Figure 1. Wires at chosen ports, followed through buffers (run 1).
Bar = 20 um.
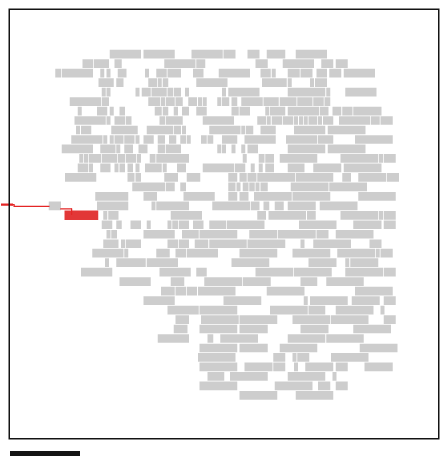
Figure 2. Track usage over the die (run 1).
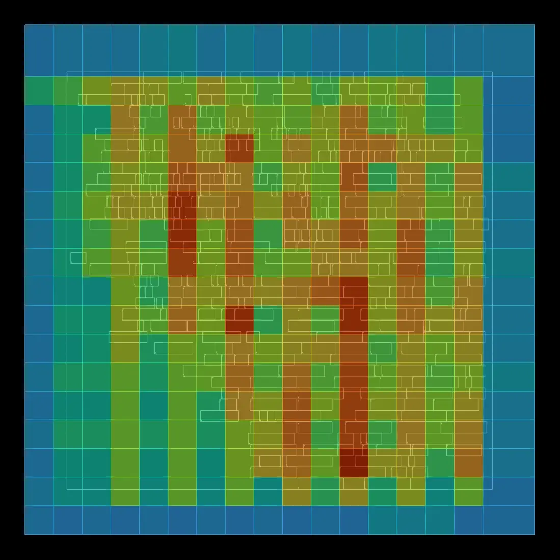
Figure 3. Sequential cells grouped by signal name (run 1).
Bar = 20 um. Other sequential cells in the stronger grey, the rest of the logic in the fainter grey.
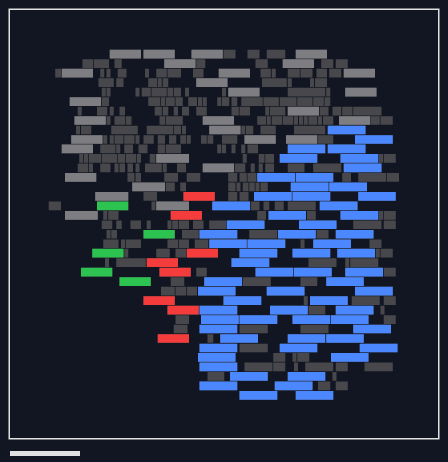
Figure 4. The metal 1 layer (run 1).
Bar = 20 um. Supply wires on this layer in grey.
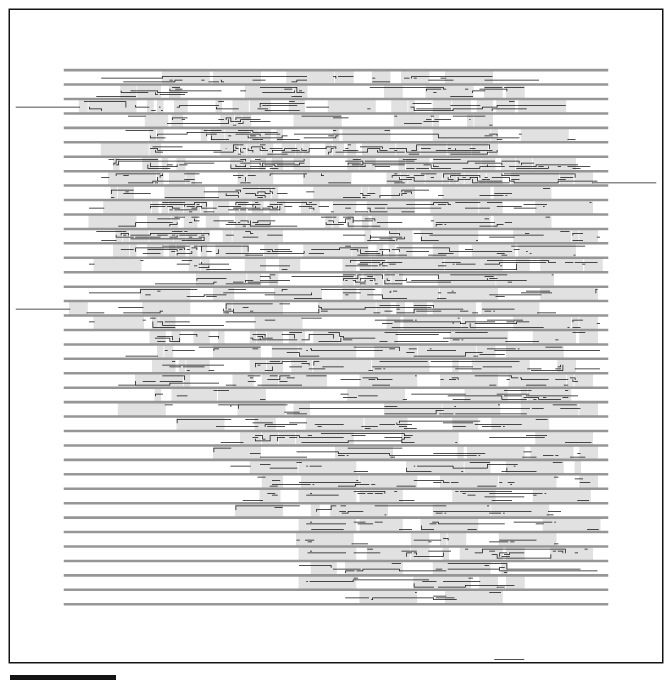
**config.mk**
```make
export PLATFORM = sky130hd
export DESIGN_NAME = uart_rx_os16
export DESIGN_NICKNAME = d
export VERILOG_FILES = /design/src/rtl/uart_pkg.sv /design/src/rtl/uart_sync_fifo.sv /design/src/rtl/uart_rx_os16.sv
export SDC_FILE = /design/constraint.sdc
export NUM_CORES = 1
export LEC_CHECK = 0
export CORE_MARGIN = 10
export CORE_UTILIZATION = 45
export DETAILED_ROUTE_END_ITERATION = 12
export GPL_TIMING_DRIVEN = 1
export PLACE_DENSITY = 0.65
export SYNTH_ARGS = -nofsm -noshare
export SYNTH_HDL_FRONTEND = slang
export SYNTH_SLANG_ARGS = --single-unit
```
**constraint.sdc**
```tcl
create_clock -name clk -period 3.4 [get_ports clk]
set_input_delay 0.85 -clock clk [delete_from_list [all_inputs] [get_ports clk]]
set_output_delay 0.85 -clock clk [all_outputs]
set_load 0.01 [all_outputs]
```
**src/rtl/uart_pkg.sv**
```systemverilog
// Shared UART definitions: receiver state encoding, oversampling constants
// and small helpers used by both the receive and transmit paths.
package uart_pkg;

  typedef enum logic [2:0] {
    IDLE      = 3'd0,
    START     = 3'd1,
    DATA      = 3'd2,
    PARITY    = 3'd3,
    STOP      = 3'd4,
    WAIT_HIGH = 3'd5
  } uart_rx_state_t;

  localparam int unsigned OS_RATE    = 16;
  localparam int unsigned SAMPLE_LO  = 7;
  localparam int unsigned SAMPLE_MID = 8;
  localparam int unsigned SAMPLE_HI  = 9;

  // Clocks per oversample tick, truncated.
  function automatic int unsigned os_div(input int unsigned clk_freq, input int unsigned baud);
    return clk_freq / (baud * OS_RATE);
  endfunction

  // Two-out-of-three majority.
  function automatic logic maj3(input logic a, input logic b, input logic c);
    return (a & b) | (a & c) | (b & c);
  endfunction

  // Even parity (XOR reduction) of a byte.
  function automatic logic parity8(input logic [7:0] d);
    return ^d;
  endfunction

endpackage

```
**src/rtl/uart_sync_fifo.sv**
```systemverilog
// Single-clock first-word-fall-through FIFO. A push while full is only
// accepted when a pop frees a slot in the same cycle.
module uart_sync_fifo #(
  parameter int WIDTH = 8,
  parameter int DEPTH = 8,
  localparam int AW = $clog2(DEPTH),
  localparam int CW = $clog2(DEPTH) + 1
) (
  input  logic             clk,
  input  logic             reset_n,
  input  logic             push_i,
  input  logic [WIDTH-1:0] push_data_i,
  input  logic             pop_i,
  output logic [WIDTH-1:0] head_o,
  output logic             full_o,
  output logic             empty_o,
  output logic [CW-1:0]    count_o
);

  logic [WIDTH-1:0] mem_q [DEPTH];
  logic [AW-1:0]    wr_ptr_q;
  logic [AW-1:0]    rd_ptr_q;
  logic [CW-1:0]    count_q;
  logic [CW-1:0]    count_d;
  logic             do_push_s;
  logic             do_pop_s;

  assign empty_o   = (count_q == {CW{1'b0}});
  assign full_o    = (count_q == CW'(DEPTH));
  assign do_pop_s  = pop_i & ~empty_o;
  assign do_push_s = push_i & (~full_o | do_pop_s);
  assign head_o    = empty_o ? {WIDTH{1'b0}} : mem_q[rd_ptr_q];
  assign count_o   = count_q;

  // Occupancy next state from the accepted push/pop pair.
  always_comb begin
    count_d = count_q;
    case ({do_push_s, do_pop_s})
      2'b10:   count_d = count_q + CW'(1);
      2'b01:   count_d = count_q - CW'(1);
      default: count_d = count_q;
    endcase
  end

  // Storage write; contents need no reset since the head is gated by empty.
  always_ff @(posedge clk) begin
    if (do_push_s) begin
      mem_q[wr_ptr_q] <= push_data_i;
    end
  end

  // Pointer and occupancy registers.
  always_ff @(posedge clk or negedge reset_n) begin
    if (!reset_n) begin
      wr_ptr_q <= {AW{1'b0}};
      rd_ptr_q <= {AW{1'b0}};
      count_q  <= {CW{1'b0}};
    end else begin
      if (do_push_s) wr_ptr_q <= wr_ptr_q + AW'(1);
      if (do_pop_s)  rd_ptr_q <= rd_ptr_q + AW'(1);
      count_q <= count_d;
    end
  end

endmodule

```
**src/rtl/uart_rx_os16.sv**
```systemverilog
// 16x oversampled UART receiver: synchronizer, re-phasable tick divider,
// frame FSM with 3-sample majority voting, error pulses and output FIFO.
module uart_rx_os16
  import uart_pkg::*;
#(
  parameter int unsigned CLK_FREQ   = 50_000_000,
  parameter int unsigned BAUD       = 115200,
  parameter bit          PARITY_EN  = 1'b0,
  parameter bit          PARITY_ODD = 1'b0,
  parameter int unsigned FIFO_DEPTH = 8,
  localparam int unsigned CNT_W = $clog2(FIFO_DEPTH) + 1
) (
  input  logic             clk,
  input  logic             reset_n,
  input  logic             RxD,
  output logic [7:0]       rx_data,
  output logic             rx_valid,
  input  logic             rx_ready,
  output logic             frame_err,
  output logic             parity_err,
  output logic             overrun,
  output logic [CNT_W-1:0] fifo_count
);

  localparam int unsigned OS_DIV = os_div(CLK_FREQ, BAUD);
  localparam int unsigned DIV_W  = (OS_DIV > 1) ? $clog2(OS_DIV) : 1;
  localparam logic [DIV_W-1:0] DIV_LAST = DIV_W'(OS_DIV - 1);

  logic           rx_meta_q, rx_sync_q, rx_prev_q;
  logic [DIV_W-1:0] div_q;
  uart_rx_state_t state_q;
  logic [3:0]     tick_cnt_q;
  logic [2:0]     bit_cnt_q;
  logic [7:0]     data_q;
  logic           samp_lo_q, samp_mid_q;
  logic           par_bad_q;
  logic           frame_err_q, parity_err_q, overrun_q;

  logic           fall_s, tick_s, restart_s;
  logic [4:0]     tick_num_s, lo_pt_s, mid_pt_s, hi_pt_s;
  logic           vote_s, vote_now_s, bit_end_s, push_s;
  logic           full_s, empty_s;

  // Two-flop synchronizer plus a delayed copy for falling-edge detection.
  always_ff @(posedge clk or negedge reset_n) begin
    if (!reset_n) begin
      rx_meta_q <= 1'b1;
      rx_sync_q <= 1'b1;
      rx_prev_q <= 1'b1;
    end else begin
      rx_meta_q <= RxD;
      rx_sync_q <= rx_meta_q;
      rx_prev_q <= rx_sync_q;
    end
  end

  assign fall_s    = rx_prev_q & ~rx_sync_q;
  assign restart_s = (state_q == IDLE) & fall_s;
  assign tick_s    = (div_q == DIV_LAST);

  // Free-running oversample divider, re-phased on a start edge.
  always_ff @(posedge clk or negedge reset_n) begin
    if (!reset_n) begin
      div_q <= {DIV_W{1'b0}};
    end else if (restart_s || tick_s) begin
      div_q <= {DIV_W{1'b0}};
    end else begin
      div_q <= div_q + DIV_W'(1);
    end
  end

  // Sample points: the start bit is judged one tick early so its vote
  // completes at tick 8; all other bits vote on ticks 7/8/9.
  always_comb begin
    tick_num_s = {1'b0, tick_cnt_q} + 5'd1;
    if (state_q == START) begin
      lo_pt_s  = 5'(SAMPLE_LO - 1);
      mid_pt_s = 5'(SAMPLE_MID - 1);
      hi_pt_s  = 5'(SAMPLE_HI - 1);
    end else begin
      lo_pt_s  = 5'(SAMPLE_LO);
      mid_pt_s = 5'(SAMPLE_MID);
      hi_pt_s  = 5'(SAMPLE_HI);
    end
  end

  assign vote_s     = maj3(samp_lo_q, samp_mid_q, rx_sync_q);
  assign vote_now_s = tick_s & (tick_num_s == hi_pt_s);
  assign bit_end_s  = tick_s & (tick_num_s == 5'(OS_RATE));
  assign push_s     = (state_q == STOP) & vote_now_s & vote_s & ~par_bad_q;

  // Frame FSM: bit timing, voting, data shift and error pulses.
  always_ff @(posedge clk or negedge reset_n) begin
    if (!reset_n) begin
      state_q      <= IDLE;
      tick_cnt_q   <= 4'd0;
      bit_cnt_q    <= 3'd0;
      data_q       <= 8'h00;
      samp_lo_q    <= 1'b1;
      samp_mid_q   <= 1'b1;
      par_bad_q    <= 1'b0;
      frame_err_q  <= 1'b0;
      parity_err_q <= 1'b0;
    end else begin
      frame_err_q  <= 1'b0;
      parity_err_q <= 1'b0;
      if (tick_s) begin
        tick_cnt_q <= tick_cnt_q + 4'd1;
        if (tick_num_s == lo_pt_s)  samp_lo_q  <= rx_sync_q;
        if (tick_num_s == mid_pt_s) samp_mid_q <= rx_sync_q;
      end
      case (state_q)
        IDLE: begin
          if (fall_s) begin
            state_q    <= START;
            tick_cnt_q <= 4'd0;
            par_bad_q  <= 1'b0;
          end
        end
        START: begin
          if (vote_now_s && vote_s) begin
            state_q <= IDLE;
          end else if (bit_end_s) begin
            state_q   <= DATA;
            bit_cnt_q <= 3'd0;
          end
        end
        DATA: begin
          if (vote_now_s) begin
            data_q    <= {vote_s, data_q[7:1]};
            bit_cnt_q <= bit_cnt_q + 3'd1;
          end
          if (bit_end_s && (bit_cnt_q == 3'd0)) begin
            state_q <= PARITY_EN ? PARITY : STOP;
          end
        end
        PARITY: begin
          if (vote_now_s) par_bad_q <= vote_s ^ parity8(data_q) ^ PARITY_ODD;
          if (bit_end_s)  state_q   <= STOP;
        end
        STOP: begin
          if (vote_now_s) begin
            if (!vote_s) begin
              frame_err_q <= 1'b1;
              state_q     <= WAIT_HIGH;
            end else begin
              parity_err_q <= par_bad_q;
              state_q      <= IDLE;
            end
          end
        end
        WAIT_HIGH: begin
          if (rx_sync_q) state_q <= IDLE;
        end
        default: state_q <= IDLE;
      endcase
    end
  end

  // A good byte that finds the FIFO full with no pop is dropped and flagged.
  always_ff @(posedge clk or negedge reset_n) begin
    if (!reset_n) begin
      overrun_q <= 1'b0;
    end else begin
      overrun_q <= push_s & full_s & ~rx_ready;
    end
  end

  uart_sync_fifo #(
    .WIDTH (8),
    .DEPTH (FIFO_DEPTH)
  ) u_fifo (
    .clk         (clk),
    .reset_n     (reset_n),
    .push_i      (push_s),
    .push_data_i (data_q),
    .pop_i       (rx_ready),
    .head_o      (rx_data),
    .full_o      (full_s),
    .empty_o     (empty_s),
    .count_o     (fifo_count)
  );

  assign rx_valid   = ~empty_s;
  assign frame_err  = frame_err_q;
  assign parity_err = parity_err_q;
  assign overrun    = overrun_q;

endmodule
```
==> git commit body, run 1 <==
Log flow metrics for this revision

- Final min period: approximately 3.2 ns
- Transition at the pin with the smallest max-transition slack: 0.9457 ns
- The detail route stage leaves a number of antenna-violating nets equal to 0.
- Looking at hold timing, the worst path starts from rx_meta_q$_DFF_PN1_.
- CTS reports a maximum clock tree buffer depth of 2.
- Final Max Tran Viols: 0
* Share of the yosys chip area belonging to registers: 0.6259
- Clock tree synthesis found a total of 106 sinks.
* Top layer in use: met4
- In this run, placement finished with an instance count of 485.
- After detailed routing, the average wire length per cell comes to 16.60 um.
- The detailed router reports a met3 wire length of 285 um.
- Origin of the worst setup path: u_fifo.rd_ptr_q[0]$_DFFE_PN0P_
- From synthesis to final layout, the design area changed by 13.04%.
* Top fanout value on the critical path: 18
* Worst min-delay path class: reg2reg
* Clock-pin slew reported for the worst setup and hold paths after clock tree synthesis: 0.09 ns
* Met1 routed wirelength after detailed routing: 3.770 mm
- Share of Yosys cell area claimed by the top area cell type: 0.4038
- Placed wire-length estimate after detailed placement: 5.712 mm
- In the routed layout, each cell is associated on average with a via count of 5.246.
- Fmax: approximately 0.32 GHz
* Critical Path, Cell by Cell: buf_4 -> mux4_2 -> mux2i_1 -> nor2_1 -> clkdlybuf4s50_1
* Count of non-filler cells in the finished layout: 501
* Critical path's top delay family: buffers and inverters
- Total negative setup slack: 0 ns
- Looking at the cell usage after synthesis, the top flip-flop cell is edfxtp_1.
* DRC violation count after routing: 0
- Overflow after GRT: 0
- The worst setup path is captured at an output pin.
* Pre-CTS setup slack: roughly 0.39 ns
- In this run the number of H-tree levels came out at 3.
- Final worst-path setup slack: roughly 0.23 ns
- Antenna Diode Count: 0
* Yosys warnings: 0
* Number of different library cells in the post-synthesis netlist: 55
* Cts bufs inserted: 9
- Synthesized netlist net count: 340
- Internal power comes to around 2.3 mW.
- Met2 routed wirelength: 4.131 mm
- Row count: 37
* Tool warnings: 29
- Post-synth tally of flip-flops with integrated enable: 64
* Wire length of the first global-routing pass: about 14 mm
* Commonest cells in the netlist: edfxtp_1, dfrtp_1, nor2_1
- MI comb area: about 1700 sq um
- Max-cap violations in this run came to 0.
* Maximum number of pins on one net before global-route repair: ~43
- The synthesized netlist occupies a cell area of 4760 sq um.
- For this run, asynchronously set or reset flops after synthesis account for 0.3962.
- Worst setup path category: reg2out
* Power density normalized to cell area: approximately 600 nW/um^2
- At the later pin of the worst-skew pair, clock insertion delay measures 0.37 ns.
- Setup violations remaining at the end of the flow were counted as 0.
- The share of total power dissipated in combinational logic is 0.271.
- The most frequently used library cell after synthesis is edfxtp_1.
* Chip area in the Yosys report: 4760 sq um
- Core footprint: 10,320 sq um
- Data arrives at the worst endpoint at 2.32 ns.
- Biggest area consumer among synthesized cells: edfxtp_1
- The die is ~120 um wide.
- The leakage component of the power was reported as 2.112 nW.
* CP peak stage delay: 0.56 ns
* Iteration count of the initial detailed-routing pass: 5
- Skew final: 0.01239 ns
* Clock power frac: 0.245
* Slowest-stage cell, CP: mux4_2
* Detailed router's first-iteration violation count: 181
- Dividing the final minimum period by the clock period gives 0.9322.
- Post-CTS repair changed the size of 0 cells.
- Sorting the synthesized cells by area gives the leading types as edfxtp_1, dfrtp_1, mux4_2.
- The tightest hold path in the finished design has a slack of 0.3618 ns.
* Worst slew margin relative to its limit: 0.3695
- Startpoint types: flop
- Registers take 2979 sq um.
* Count of filler cells inserted in the layout: about 860
- Switching Share: 0.2923
* Count of buffer and inverter cells on the critical path: 2
- After clock tree synthesis, the setup repair step added 0 buffers.
- In the synthesized netlist, the number of instances is 325.
- The flow ran to the end, and the final reports show no timing, DRC or antenna violations.
* Yosys Instances: approximately 330
- In the final layout, the share of cells above drive strength 1 is 0.2082.
* GP Congestion: around 0.8
- Initial standard-cell utilization of the core: 0.4610
- WP data required: 2.55 ns
* Unrepaired setup endpoints after global routing: no
- Die height: 122.8 um
- The via count of the first global-routing pass came to approximately 2.6k.
* Die ar.: approximately 15,000 sq um
- Number of failing hold endpoints at the final stage: 0
* Clock tree from TritonCTS: yes
- The share of total power dissipated in sequential elements is 0.484.
* Net total in the final layout: approximately 380
- A synthesized cell averages 14.64 sq um.
* R2R Path Start: tick_cnt_q[0]$_DFF_PN0_
- The tree is rooted in a clkbuf_8.
- Looking at the VDD voltage map, the peak drop is roughly 460 uV.
- CTS Hold Bufs: 0
- Net Sw Power: 0.9449 mW
* Post-synthesis register bit count: 106
- Number of antenna violations at the first check in global routing: 0
Notes on Figure 1 above:
colour	port	direction	edge	end cells	buffers	wire
red	RxD	input	left	1	1	16.2 um
I/O pin count: 20
Port Buffers: 19

Notes on Figure 2 above:
global route hottest layer: met2
final core utilization: 0.5211
all-layer global routing usage: 0.1181

Notes on Figure 3 above:
colour	signal	placed flops
blue	u_fifo.mem_q	64
green	div_q	5
red	data_q	8
not coloured	29
share of the final layout cell area in sequential cells: 0.5537
Seq group: 1.56 mW

Notes on Figure 4 above:
main direction	horizontal
share of all routed wire	45%
wire length on this layer	3,770 um
longest straight run	43.4 um
nets with wire on the layer	344
via count: 2,628
Detailed Route WL: 8.315 mm

[run 1: cells by family after synthesis]
kind of cell,count (synthesis),share of synthesized area
buffers and inverters,20,0.01972
AND-OR/OR-AND,27,0.04548
multiplexers,37,0.1236
flip-flops,106,0.6259
XOR/XNOR,22,0.04048
AND/OR/NAND/NOR,102,0.1144
adder cells (fa/ha/maj),11,0.03049
[run 1: registers in the layout, indices dropped and copies added (netlist names)]
name / cells
bit_cnt_q: 3
data_q: 8
div_q: 5
frame_err: 1
overrun: 1
par_bad_q: 1
parity_err: 1
rx_meta_q: 1
rx_prev_q: 1
rx_sync_q: 1
samp_lo_q: 1
samp_mid_q: 1
state_q: 3
tick_cnt_q: 4
u_fifo.count_o: 4
u_fifo.mem_q: 64
u_fifo.rd_ptr_q: 3
u_fifo.wr_ptr_q: 3
[run 1: final timing paths]
kind                                                 end  cells past startpoint  slack [ns]
min reg2reg                          rx_sync_q$_DFF_PN1_                      0        0.36
max                                           rx_data[7]                      5        0.23
max in group asynchronous          data_q[3]$_DFFE_PN0P_                      1        2.19
min in group asynchronous        tick_cnt_q[0]$_DFF_PN0_                      1        0.62
min                                  rx_sync_q$_DFF_PN1_                      0        0.36
max reg2reg                u_fifo.count_o[3]$_DFFE_PN0P_                     12        0.37
[run 1: metal layers]
metal / vias up / track usage
met2: 38 / 0.1904
met5: - / 0
met4: 0 / 0.04639
met3: 13 / 0.03214
li1: 1266 / -
met1: 1311 / 0.1484
[run 1: stage by stage]
stage | power, mW | area [sq um]
2_1_floorplan | 2.168 | 4760
3_3_place_gp | 2.476 | 5175
3_5_place_dp | 2.493 | 5175
4_1_cts | 3.289 | 5380
5_1_grt | 3.426 | 5380
6_report | 3.233 | 5380
[run 1: cell usage in the layout (no fill, tap or decap), drive strengths merged, types with 11 or more instances in the layout]
| cell | synthesis | routed |
|---|---|---|
| buf | 10 | 17 |
| clkbuf | 1 | 12 |
| clkdlybuf4s50 | 0 | 18 |
| dfrtp | 37 | 37 |
| edfxtp | 64 | 64 |
| mux2 | 11 | 11 |
| mux4 | 16 | 16 |
| nand2 | 26 | 26 |
| nor2 | 32 | 32 |
| xnor2 | 18 | 18 |
[run 1: power groups by stage]
stage          clock network, mW  registers (mW)  logic (mW)
3_5_place_dp                   0            1.60       0.897
4_1_cts                    0.820            1.57       0.901
6_report                   0.793            1.56       0.875
5_1_grt                    0.865            1.59       0.976
2_1_floorplan                  0            1.54       0.624
3_3_place_gp                   0            1.59       0.886
[run 1: area by class of cell]
class | count | area share
multi-input cells | 199 | 0.3135
repair buffers | 35 | 0.05674
clock buffers | 12 | 0.02907
inverters | 9 | 0.006279
clock inverters | 4 | 0.009070
flip-flops and latches | 106 | 0.5537
well taps | 136 | 0.03163
==> run 1 -> run 2 <==
- CORE_UTILIZATION: 45 -> 38
- PLACE_DENSITY: 0.65 -> 0.57
Figure 5. Wires at chosen ports, followed through buffers (run 2).
Bar = 50 um.
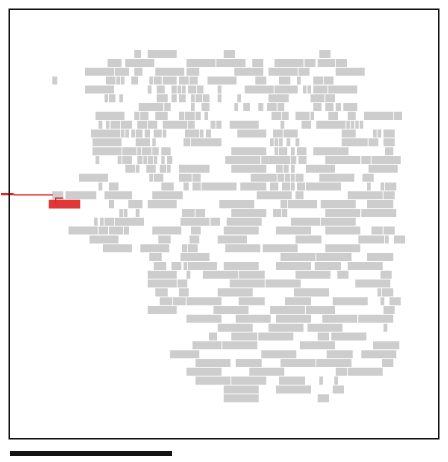
colour	port	direction	edge	end cells	buffers	wire
red	RxD	input	left	1	1	17.2 um

==> run 2 against run 1 <==
Compared with the run above:
- flip-flop count is the same
- combinational power rose by 1%
- first-iteration DRC count up 5.5%
- via count is 0.42% higher
- maximum frequency is 1.5% higher
- clock power grew 21%
- core utilization is 7.3 points lower
- clock-buffer cell count decreased by 2
- critical endpoint unchanged
==> git commit body, run 2 <==
Log flow metrics for this revision

* MI comb area: roughly 1700 sq um
- In the final report, the number of hold violations comes to 0.
- The synthesis log from Yosys contains 0 warnings.
- For reference, the top logic cell family by area is multiplexers.
- For hold timing, the worst endpoint is rx_sync_q$_DFF_PN1_.
- Biggest area consumer among synthesized cells: edfxtp_1
- By instance count after routing, the leading logic cell type is edfxtp_1.
* Post-synthesis register bit count: 106
- Clock tree from TritonCTS: yes
- Overall power consumption: 3.404 mW
* Register with the most flip-flops: u_fifo.mem_q
- The report shows a maximum critical-path fanout of 18.
* Sequential standard cell area: 2979 sq um
* Post-route fraction of the period consumed by the critical path: 0.9182
* Flip-flop count of the largest register, all copies and words added: approximately 64
* Relative area change from synthesis to final layout: 14.59%
- The flow ran to the end, and the final reports show no timing, DRC or antenna violations.
- The number of antenna violations at the first check in global routing is 0.
* Cts bufs inserted: 9
- Insertion delay at the late pin of the worst-skew pair: 0.34 ns
- Nets still carrying antenna violations after routing amount to 0.
- WP data arrival: around 2.3 ns
- Net total in the final layout: 371
- In this run the number of H-tree levels came out at 3.
* Count of endpoints failing setup in the final report: 0
- Chip Width: 131.9 um
* Cell with the most instances after synthesis: edfxtp_1
* Final Max Tran Viols: 0
- The commonest register cell is edfxtp_1.
- Placed wire-length estimate after detailed placement: 5.892 mm
* Area fraction in compound gates: 0.04548
- Beginning of the worst hold path: rx_meta_q$_DFF_PN1_
- Die height: 131.9 um
- Startpoint types: flop
* Die ar.: 17,400 sq um
- The post-synth count of flops with an enable pin is 64.
* Skew final: between 0.006 and 0.007 ns
- Number of different library cells in the post-synthesis netlist: 55
* Chip area in the Yosys report: 4760 sq um
* Reg-to-reg critical path endpoint: u_fifo.count_o[3]$_DFFE_PN0P_
- Area of the mapped netlist: 4760 sq um
- The tool warning count for the run is 29.
- The final layout reports a setup TNS of 0 ns.
- Maximum number of pins on one net before global-route repair: 43
* Placed instance count: a little over 500
* Gates resized, CTS repair: 0
- Fmax: 0.3203 GHz
- Static power due to leakage: 2.114 nW
- By count the netlist is led by edfxtp_1, dfrtp_1, nor2_1.
- The placement report lists the number of port buffers as 19.
- The required time at the worst endpoint is listed as 2.55 ns.
- The synthesized netlist handed to floorplanning was reported with a cell count of 325.
- Root cell of the clock tree: clkbuf_16
- Setup repair after global routing left no endpoint under its margin.
- Clock-pin slew reported for the worst setup and hold paths after clock tree synthesis: 0.07 ns
* Final design instance area without fill: 5454 sq um
- After detailed routing, the number of vias per cell comes to 4.998.
* Worst ir drop on vdd: 221.6 uV
- Looking at the clock tree report, the maximum root-to-sink buffer count equals 2.
- Vias in the first global route: approximately 2.7k
- Share of synthesized area spent on multiplexers: 0.1236
* Row count: 40
- TritonRoute reported its final design rule violation total as 0.
- The final layout report lists a filler cell count of 1,083.
* CTS Hold Bufs: 0
* Element type at the critical path end: output pin
- Fa+ha+maj area frac: 0.03049
- Initial standard-cell utilization of the core: 0.3914
- CTS saw 106 sinks.
- Across the run, the number of max-cap violations was 0.
- Top library cells by usage in the layout, fill and taps aside: edfxtp_1, dfrtp_1, nor2_1, nand2_1
- At the end of routability-driven placement, the weighted congestion stood at 0.7905.
* Final min period: 3.122 ns
* Post-Synth XOR/XNOR Area: 0.04048
* Worst slew margin relative to its limit: 0.3654
* Yosys Instances: 325
- Core footprint: 12,160 sq um
- Detailed router's first-iteration violation count: 191
* Worst setup path category: reg2out
- For reference, the post-synthesis area per instance comes to between 10 and 15 sq um.
Figure 6. Track usage over the die (run 2).
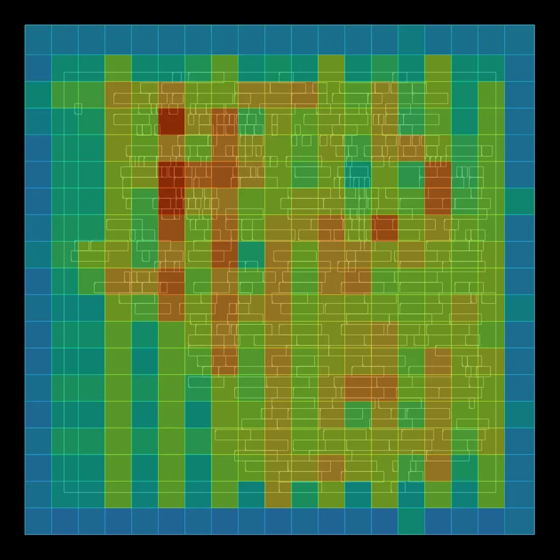
routed len/inst: 16.02 um
met1 Usage GRT: 0.1317
final core utilization: 0.4485
met3 Use GR: 0.02668

==> run 2: cells by family (layout without fill, tap and decap cells) <==
kind of cell / count (synthesis) / after routing
fa+ha+maj: 11 / 11
simple gates: 102 / 102
xor+xnor: 22 / 22
buf+inv: 20 / 55
flops: 106 / 106
mux: 37 / 37
compound gates: 27 / 27
==> run 2: routing by layer <==
layer | GRT usage | part of all wire | vias up
met5 | 0 | 0 | -
met4 | 0.04635 | 0.019 | 0
met3 | 0.02668 | 0.025 | 11
met2 | 0.1633 | 0.48 | 32
met1 | 0.1317 | 0.48 | 1332
li1 | - | - | 1264
==> run 2: worst max path at each step <==
stage	startpoint	to	cells after the start
2_1_floorplan	tick_cnt_q[0]$_DFF_PN0_	u_fifo.mem_q[0][0]$_DFFE_PP_	7
3_3_place_gp	tick_cnt_q[0]$_DFF_PN0_	u_fifo.count_o[3]$_DFFE_PN0P_	12
3_5_place_dp	tick_cnt_q[0]$_DFF_PN0_	u_fifo.count_o[3]$_DFFE_PN0P_	12
6_report	u_fifo.rd_ptr_q[0]$_DFFE_PN0P_	rx_data[7]	5
5_1_grt	u_fifo.rd_ptr_q[0]$_DFFE_PN0P_	rx_data[7]	5
4_1_cts	u_fifo.rd_ptr_q[0]$_DFFE_PN0P_	rx_data[7]	5
==> run 2: critical path, stage by stage, from the launching register on <==
cell and delay, ns:
dfrtp_1 0.33, buf_4 0.33, mux4_2 0.56, mux2i_1 0.17, nor2_1 0.05, clkdlybuf4s50_1 0.48
==> run 2: through the flow <==
stage | hold slack [ns] | setup WS [ns] | util
floorplan | 0.3452 | 0.3549 | -
global placement | 0.3466 | 0.4349 | 0.4263
detailed placement | 0.3485 | 0.3543 | 0.4263
CTS | 0.3589 | 0.1904 | 0.4485
global route | 0.3653 | 0.1124 | 0.4485
finish | 0.3571 | 0.2780 | 0.4485
==> run 2: final cells by class <==
type	instances	share of cell area
Clock inverter	5	0.007341
Multi-Input combinational cell	199	0.3092
Clock buffer	10	0.04198
Tap cell	168	0.03854
Timing Repair Buffer	31	0.05047
Sequential cell	106	0.5462
Inverter	9	0.006194
==> run 2: report_power, final <==
group	total (mW)	internal [mW]	switching [mW]
Combinational	0.888	0.470	0.418
Sequential	1.56	1.44	0.122
Clock	0.958	0.500	0.458
Total	3.40	2.41	0.999
Power figures rest on the tool's default switching activity, not on a simulated workload.
